--- config.mk ---
export PLATFORM = sky130hd
export DESIGN_NAME = if_stage
export DESIGN_NICKNAME = d
export VERILOG_FILES = /design/src/rtl/if_stage.sv
export SDC_FILE = /design/constraint.sdc
export NUM_CORES = 1
export LEC_CHECK = 0
export CAP_MARGIN = 20
export CORE_UTILIZATION = 44
export DETAILED_ROUTE_END_ITERATION = 10
export HOLD_SLACK_MARGIN = 0.05
export PLACE_DENSITY = 0.81
export SLEW_MARGIN = 20
export SYNTH_ARGS = -nofsm -noshare
export SYNTH_HDL_FRONTEND = slang
export SYNTH_SLANG_ARGS = --single-unit
--- constraint.sdc ---
create_clock -name clk -period 3.5 [get_ports clk]
set_input_delay 0.7 -clock clk [delete_from_list [all_inputs] [get_ports clk]]
set_output_delay 0.7 -clock clk [all_outputs]
set_load 0.02 [all_outputs]
--- src/rtl/if_stage.sv ---
// ----------------------------------------------------------------------------
// if_stage: instruction-fetch stage of the 5-stage pipeline.
// Owns the PC, drives the combinational instruction-memory address and
// registers the fetched word into the IF/ID pipeline register. Branch and
// jump redirects take priority over stall; flush/redirect squash IF/ID.
// Optional feature macro: IF_PERF_CNT_EN adds fetch_cnt / stall_cnt
// performance counters (ports and logic absent when undefined).
// ----------------------------------------------------------------------------
module if_stage #(
    parameter logic [31:0] RESET_PC  = 32'h0000_0000,
    parameter logic [31:0] NOP_INSTR = 32'h0000_0000
) (
    input  logic        clk,
    input  logic        rst,
    output logic [31:0] im_addr,
    input  logic [31:0] im_data,
    input  logic        stall,
    input  logic        flush,
    input  logic        br_taken,
    input  logic [31:0] br_target,
    input  logic        jmp,
    input  logic [31:0] jmp_target,
    output logic [31:0] id_instr,
    output logic [31:0] id_pc4,
    output logic        id_valid
`ifdef IF_PERF_CNT_EN
    ,
    output logic [31:0] fetch_cnt,
    output logic [31:0] stall_cnt
`endif
);

    localparam int unsigned XLEN = 32;

    // Per-cycle operating mode of the stage
    typedef enum logic [1:0] {
        MODE_RUN  = 2'd0,
        MODE_HOLD = 2'd1,
        MODE_KILL = 2'd2
    } mode_e;

    logic [XLEN-1:0] r_pc;
    logic [XLEN-1:0] w_pc4;
    logic [XLEN-1:0] w_next_pc;
    logic            w_kill;
    mode_e           w_mode;

    assign im_addr = r_pc;
    assign w_pc4   = r_pc + XLEN'(4);
    assign w_kill  = flush | br_taken | jmp;

    // Decode the cycle mode: any redirect or flush kills, otherwise stall holds
    always_comb begin
        w_mode = MODE_RUN;
        if (w_kill) begin
            w_mode = MODE_KILL;
        end else if (stall) begin
            w_mode = MODE_HOLD;
        end
    end

    // Next-PC selection: branch beats jump beats stall; targets aligned down to a word
    always_comb begin
        w_next_pc = w_pc4;
        if (br_taken) begin
            w_next_pc = {br_target[XLEN-1:2], 2'b00};
        end else if (jmp) begin
            w_next_pc = {jmp_target[XLEN-1:2], 2'b00};
        end else if (stall) begin
            w_next_pc = r_pc;
        end
    end

    // Program counter register
    always_ff @(posedge clk or posedge rst) begin
        if (rst) begin
            r_pc <= RESET_PC;
        end else begin
            r_pc <= w_next_pc;
        end
    end

    // IF/ID pipeline register: bubble on kill, hold on stall, load otherwise
    always_ff @(posedge clk or posedge rst) begin
        if (rst) begin
            id_instr <= NOP_INSTR;
            id_pc4   <= XLEN'(0);
            id_valid <= 1'b0;
        end else begin
            case (w_mode)
                MODE_KILL: begin
                    id_instr <= NOP_INSTR;
                    id_pc4   <= XLEN'(0);
                    id_valid <= 1'b0;
                end
                MODE_HOLD: begin
                    id_instr <= id_instr;
                    id_pc4   <= id_pc4;
                    id_valid <= id_valid;
                end
                default: begin
                    id_instr <= im_data;
                    id_pc4   <= w_pc4;
                    id_valid <= 1'b1;
                end
            endcase
        end
    end

`ifdef IF_PERF_CNT_EN
    // Performance counters: delivered instructions and stalled cycles, both wrapping
    always_ff @(posedge clk or posedge rst) begin
        if (rst) begin
            fetch_cnt <= XLEN'(0);
            stall_cnt <= XLEN'(0);
        end else begin
            if (w_mode == MODE_RUN) begin
                fetch_cnt <= fetch_cnt + XLEN'(1);
            end
            if (stall) begin
                stall_cnt <= stall_cnt + XLEN'(1);
            end
        end
    end
`endif

endmodule

==> deck_impl_summary.md, run 1 <==
Synthesis and Place & Route Summary

Finish
  • Final non-filler cell total: 846
  • Layout area overhead: 46.6%
  • Finished Cell Area: approximately 7300 um^2
  • Clock network area share: 4.50%
  • Top Layout Cells: clkdlybuf4s50_1, dfrtp_1, nor2_1, a21oi_1, mux2i_1
  • Buffers, non-clock: approximately 200
  • Combinational gates: 380
  • Logic area: 2400 um^2
  • Flop share of the area: 32.2%
  • Commonest non-fill, non-tap cell in the layout: clkdlybuf4s50_1
  • Final #Nets: 804
  • Largest Register: id_instr
  • Share of cells above drive strength 1: 6.52%
  • Non-clk buf share: 27.3%

Timing
  • Final worst setup slack: around 0.95 ns
  • Fmax: 392 MHz
  • Final worst-path cycle share: 73.0%
  • Count of pins over their slew limit: 0
  • Worst-margin pin slew: 0.669 ns
  • Rel. slew slack: 55.2%
  • Hold WS: ~0.50 ns
  • Worst Skew: about 0.01 ns
  • Final Hold Vio Count: 0

Drt
  • ANT nets after route: 0
  • Vias per cell: 5.51
  • Wire length on met2: 7510 um
  • First-pass DRT Iterations: 5
  • DR DRC count: 0
  • Metal1 wirelength: 6250 um
  • WL met3: 905 um

Synth
  • Distinct lib cells: 61
  • AND/OR/NAND/NOR Cells, Area Fraction: 18.2%
  • Post-synth top area share: 47.2%
  • Ys async rst share: 100%
  • Synth cell count leaders: dfrtp_1, nor2_1, a21oi_1, mux2i_1, nand2_1
  • Post-Syn Area: around 5000 um^2
  • Main area contributors: dfrtp_1, mux2i_1, nor2_1, a21oi_1, xnor2_1
  • Synth Flop Type: dfrtp_1
  • Synth logic family: simple AND/OR/NAND/NOR gates
  • YS chip area: 4980 um^2
  • Post-synth EDFFs: 0
  • Most instantiated library cell after synthesis: dfrtp_1
  • Mapped Cells: 529

Worst setup path
  • WP data arrival: 2.77 ns
  • Worst EP required: 3.72 ns
  • Cell depth of the worst setup path: 7
  • R2R depth: 5
  • Slowest stage delay, CP: 0.51 ns
  • CP Cell Sequence: clkdlybuf4s50_1 -> buf_4 -> clkinv_1 -> nand2_1 -> inv_1 -> a22oi_1 -> a21oi_1
  • Reg-to-reg startpoint: im_addr[9]$_DFFE_PP0P_
  • R2R Setup Slk: 1.30 ns
  • Crit path capture: im_addr[15]$_DFFE_PP0P_
  • Setup CP Type: in2reg

Die
  • # Taps: 140
  • FP Core Util: between 40% and 50%
  • Core Area: around 11000 um^2
  • # rows: 38

Power and ir drop
  • Clk pwr share: a little under two fifths
  • Max IR drop VDD: a little over 0.3 mV
  • Clk pwr: 0.00108 W
  • Pwr dens: approximately 400 nW/um^2
  • Combinational power: 0.000587 W
  • Sw frac: 27.9%
  • Sequential share of power: 42.2%
  • Combinational power share: 20.3%
  • Power Internal: 0.00208 W
  • LEAKAGE: 3.09 nW
  • Seq pwr: around 0.0012 W

Flow run
  • Tool warnings: 30
  • Max-Cap Viols: 0

Clock network
  • Cts hold-fix bufs: 0
  • Late-Pin Clk Latency: 0.34 ns
  • CTS tree: done
  • Number of post-CTS setup repair buffers: 0
  • H-tree level count: 3
  • Reg clk slew, reported paths: 0.07 ns

GRT
  • Initial antenna violation count: 0
  • Gr ovfl total: 0
  • Largest net degree at the start of global routing: ~95
  • GR Layer Usage met3: 4.40%
  • First-pass GRT wire length: 23000 um

Placement
  • Post-DP HPWL: 10700 um
  • Setup Slack @ Placement: 0.632 ns

Outcome
  • Status: finished, final reports clean

Hold path
  • Hold Crit Class: reg2reg
  • End point of the worst hold path: id_valid$_DFFE_PP0P_
Run 1, clock routing:
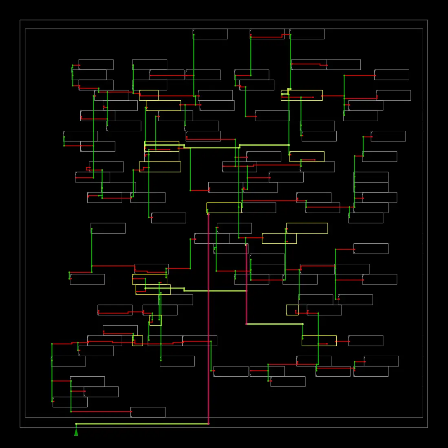
clock buffers: 10
clk sinks: 94

Run 1, port wiring:
Scale: 3 px per um.
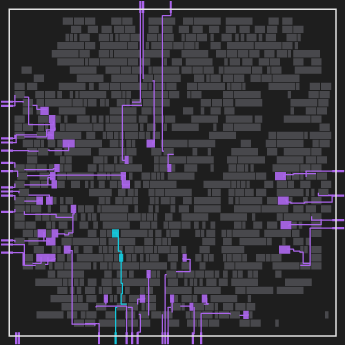
[br_target] purple | direction: input | end cells: 35 | wire: 719 um
[flush] cyan | direction: input | end cells: 2 | wire: 39.2 um
Port Buffers: 192
I/O pin cnt: 199

Run 1, signal wires by layer:
Scale: 6 px per um. Two of the layers only.
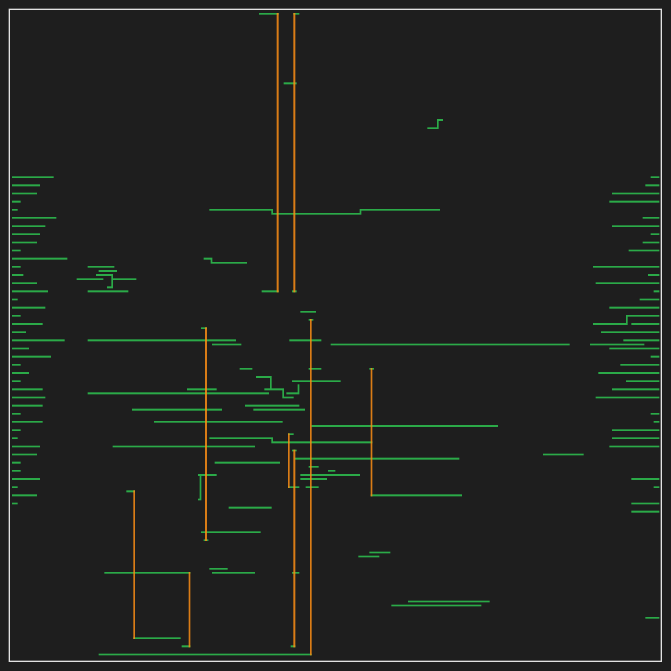
[met4] orange | wire length: 283 um
[met3] green | wire length: 906 um
vias: 4662
gr usage total: 25.7%
WL final: 14900 um
Avg WL per Cell: 17.7 um

Run 1, metal 2:
Scale: 3 px per um. Cells faint in the background.
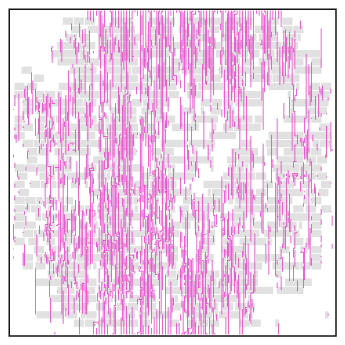
longest straight run: 45.2 um
nets with wire on the layer: 687
share of all routed wire: 50%
met2 usage: 42.4%

==> run 2, diff against run 1 <==
--- a/config.mk
+++ b/config.mk
@@ -6,10 +6,10 @@
 export NUM_CORES = 1
 export LEC_CHECK = 0
 export CAP_MARGIN = 20
-export CORE_UTILIZATION = 44
+export CORE_UTILIZATION = 40
 export DETAILED_ROUTE_END_ITERATION = 10
 export HOLD_SLACK_MARGIN = 0.05
-export PLACE_DENSITY = 0.81
+export PLACE_DENSITY = 0.78
 export SLEW_MARGIN = 20
 export SYNTH_ARGS = -nofsm -noshare
 export SYNTH_HDL_FRONTEND = slang
==> constraint.sdc (replaced) <==
create_clock -name clk -period 2.1 [get_ports clk]
set_input_delay 0.42 -clock clk [delete_from_list [all_inputs] [get_ports clk]]
set_output_delay 0.42 -clock clk [all_outputs]
set_load 0.02 [all_outputs]
Run 2, signal wires by layer:
Scale: 4 px per um. Two of the layers only.
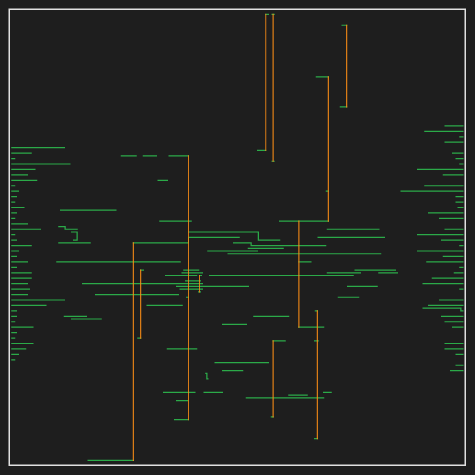
[met4] orange | wire length: 346 um
[met3] green | wire length: 926 um
WL final: 15900 um
vias: 4864
Avg WL per Cell: 17.4 um
gr usage total: 25.2%

Run 2, clock routing:
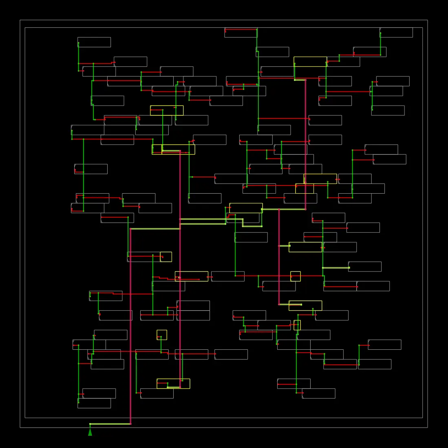
Worst Skew: 0.00292 ns
Late-Pin Clk Latency: 0.35 ns

==> run 2 against run 1 <==
  * Area after synthesis unchanged
  * Worst hold slack lost 0.0045 ns
  * Power is 62% higher
  * Die area rose by 9.8%
  * Clock power rose by 42%
  * Clock skew shrank 0.0069 ns
  * Sequential power up 61%
  * Combinational power increased by 98%
  * First-iteration DRC count down 9.9%
  * Core utilization shrank 3.4 points
  * Largest cell class unchanged
  * Largest power group unchanged
==> deck_impl_summary.md, run 2 <==
Synthesis and Place & Route Summary

Outcome
  • Status: finished, final reports clean (unchanged)

Worst setup path
  • Cell depth of the worst setup path: 5 (was 7)
  • Reg-to-reg startpoint: im_addr[24]$_DFFE_PP0P_ (was im_addr[9]$_DFFE_PP0P_)
  • CP Cell Sequence: nand4_1 -> or4_4 -> nor4_1 -> and3_1 -> nor3_1 (was clkdlybuf4s50_1 -> buf_4 -> clkinv_1 -> nand2_1 -> inv_1 -> a22oi_1 -> a21oi_1)
  • Worst EP required: 2.33 ns (was 3.72 ns)
  • Setup CP Type: reg2reg (was in2reg)

Hold path
  • Hold Crit Class: reg2reg (unchanged)

Drt
  • Vias per cell: 5.32 (was 5.51)
  • WL met3: 925 um (was 905 um)
  • DR DRC count: 0 (unchanged)
  • Wire length on met2: 7760 um (was 7510 um)

Finish
  • Combinational gates: 380 (unchanged)
  • Largest Register: id_instr (unchanged)
  • Share of cells above drive strength 1: 11.7% (was 6.52%)
  • Finished Cell Area: 7650 um^2 (was 7310 um^2)
  • Top Layout Cells: clkdlybuf4s50_1, dfrtp_1, nor2_1, a21oi_1, buf_4 (was clkdlybuf4s50_1, dfrtp_1, nor2_1, a21oi_1, mux2i_1)
  • Final non-filler cell total: 914 (was 846)

GRT
  • Largest net degree at the start of global routing: 95 (unchanged)
  • Met2 usage: 40.8% (was 42.4%)

Synth
  • Main area contributors: dfrtp_1, mux2i_1, nor2_1, a21oi_1, xnor2_1 (unchanged)
  • Post-synth top area share: 47.2% (unchanged)
  • Post-synth EDFFs: 0 (unchanged)
  • Mapped Cells: 529 (unchanged)

Placement
  • Setup Slack @ Placement: 0.0626 ns (was 0.632 ns)
  • Port Buffers: 192 (unchanged)

Power and ir drop
  • Power Internal: 0.00330 W (was 0.00208 W)
  • Sw frac: 29.2% (was 27.9%)
  • Clk pwr: 0.00153 W (was 0.00108 W)
  • Sequential share of power: 42.2% (about the same)
  • Seq pwr: 0.00197 W (was 0.00122 W)
  • Max IR drop VDD: 0.406 mV (was 0.312 mV)
  • LEAKAGE: 3.27 nW (was 3.09 nW)

Timing
  • Final worst-path cycle share: between 90% and 100%
  • Hold WS: 0.492 ns (was 0.497 ns)
  • Count of pins over their slew limit: 0 (unchanged)
  • Final worst setup slack: 0.0934 ns (was 0.946 ns)

Die
  • FP Core Util: 41.3% (was 45.6%)

Clock network
  • Cts hold-fix bufs: 0 (unchanged)
  • Number of post-CTS setup repair buffers: 0 (unchanged)
==> run 3, diff against run 2 <==
--- a/config.mk
+++ b/config.mk
@@ -6,10 +6,11 @@
 export NUM_CORES = 1
 export LEC_CHECK = 0
 export CAP_MARGIN = 20
+export CORE_ASPECT_RATIO = 1.25
 export CORE_UTILIZATION = 40
 export DETAILED_ROUTE_END_ITERATION = 10
 export HOLD_SLACK_MARGIN = 0.05
-export PLACE_DENSITY = 0.78
+export PLACE_DENSITY = 0.77
 export SLEW_MARGIN = 20
 export SYNTH_ARGS = -nofsm -noshare
 export SYNTH_HDL_FRONTEND = slang
Run 3, signal wires by layer:
Scale: 4 px per um. Two of the layers only.
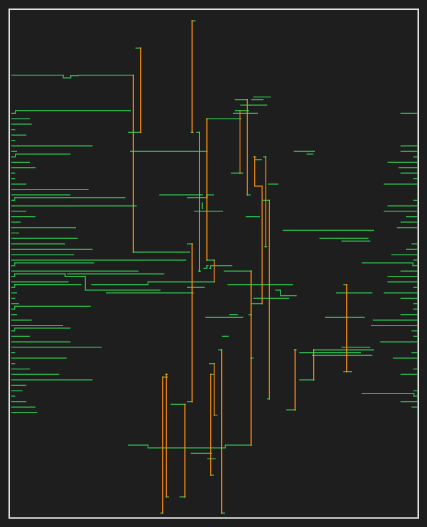
[met4] orange | wire length: 613 um
[met3] green | wire length: 1280 um
vias: 4942
gr usage total: 25.7%

Run 3, close-up of the layout:
Window x 66 to 86, y 85 to 105 um. Cells in gray, sequential cells in the stronger gray; small squares are vias.
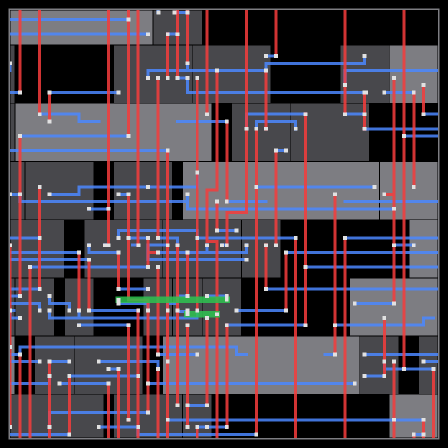
[met3] green
[met1] blue
[met2] red
cells with their middle in the window: 27
most frequent: dfrtp_1 (4), nor2_1 (3), a21oi_1 (3)
netlist names of flops here include: id_pc4 (2), im_addr (2)
sequential cells in the window: 4

==> run 3 against run 2 <==
  * Fmax increased by 0.67%
  * Worst hold slack got worse by 0.014 ns
  * Area after synthesis unchanged
  * Count of clock-buffer cells in the layout increased by 1
  * Combinational power about the same
  * Sequential cell count unchanged
  * Design area increased by 1.6%
  * Core utilization increased by 0.48 points
  * Critical path type unchanged
  * Critical endpoint is now im_addr[30]$_DFFE_PP0P_
==> deck_impl_summary.md, run 3 <==
Synthesis and Place & Route Summary

Outcome
  • Status: finished, final reports clean (unchanged)

Power and ir drop
  • Clk pwr share: 37.7% (was 32.9%)
  • Seq pwr: 0.00198 W (was 0.00197 W)
  • Sequential share of power: 39.6% (was 42.2%)
  • Sw frac: 27.0% (was 29.2%)
  • Power Internal: 0.00366 W (was 0.00330 W)
  • Pwr dens: 644 nW/um^2 (was 610 nW/um^2)
  • Clk pwr: 0.00189 W (was 0.00153 W)

Worst setup path
  • Crit path capture: im_addr[30]$_DFFE_PP0P_ (was im_addr[31]$_DFFE_PP0P_)
  • Setup CP Type: reg2reg (unchanged)
  • R2R Setup Slk: 0.11 ns (was 0.09 ns)
  • WP data arrival: 2.22 ns (was 2.24 ns)
  • Worst EP required: 2.32 ns (was 2.33 ns)

Clock network
  • CTS tree: done (unchanged)
  • Clk sinks: 94 (unchanged)
  • Cts hold-fix bufs: 0 (unchanged)
  • Late-Pin Clk Latency: 0.35 ns (about the same)
  • Number of post-CTS setup repair buffers: 0 (unchanged)
  • H-tree level count: 3 (unchanged)

Drt
  • Metal1 wirelength: 6000 um (was 6880 um)
  • WL final: 16200 um (was 15900 um)
  • DR DRC count: 0 (unchanged)
  • ANT nets after route: 0 (unchanged)
  • Avg WL per Cell: 17.7 um (was 17.4 um)
  • Vias per cell: 5.40 (was 5.32)
  • First-pass DRT Iterations: 5 (unchanged)

Finish
  • Flop share of the area: 30.3% (was 30.7%)
  • Top Layout Cells: clkdlybuf4s50_1, dfrtp_1, nor2_1, buf_4, a21oi_1 (was clkdlybuf4s50_1, dfrtp_1, nor2_1, a21oi_1, buf_4)
  • Non-clk buf share: 30.8% (was 30.7%)
  • Final non-filler cell total: 916 (was 914)
  • Share of cells above drive strength 1: 12.5% (was 11.7%)
  • Largest Register: id_instr (unchanged)
  • Final #Nets: 851 (was 845)
  • Clock network area share: 4.35% (was 3.60%)
  • Finished Cell Area: 7770 um^2 (was 7650 um^2)

Placement
  • Setup Slack @ Placement: -0.0101 ns (was 0.0626 ns)

GRT
  • Initial antenna violation count: 0 (unchanged)
  • GR Layer Usage met3: 7.77% (was 3.03%)
  • Gr ovfl total: 0 (unchanged)
  • Largest net degree at the start of global routing: 32 (was 95)
  • First-pass GRT wire length: 25300 um (was 25000 um)

Synth
  • YS chip area: 4980 um^2 (unchanged)
  • Most instantiated library cell after synthesis: dfrtp_1 (unchanged)
  • Post-synth EDFFs: 0 (unchanged)
  • Post-synth top area share: 47.2% (unchanged)
  • Synth logic family: simple AND/OR/NAND/NOR gates (unchanged)
  • Distinct lib cells: 61 (unchanged)
  • Synth cell count leaders: dfrtp_1, nor2_1, a21oi_1, mux2i_1, nand2_1 (unchanged)
  • Post-Syn Area: 4980 um^2 (unchanged)

Die
  • FP Core Util: 41.0% (was 41.3%)
  • # rows: 45 (was 40)
  • I/O pin cnt: 199 (unchanged)

Timing
  • Final worst setup slack: 0.107 ns (was 0.0934 ns)
  • Final worst-path cycle share: 94.9% (was 95.6%)
  • Worst-margin pin slew: 0.608 ns
  • Hold WS: 0.478 ns (was 0.492 ns)
  • Rel. slew slack: between 50% and 60%
  • Worst Skew: 0.00869 ns (was 0.00292 ns)

Hold path
  • Hold Crit Class: reg2reg (unchanged)
  • End point of the worst hold path: id_valid$_DFFE_PP0P_ (unchanged)
Power figures rest on the tool's default switching activity, not on a simulated workload.
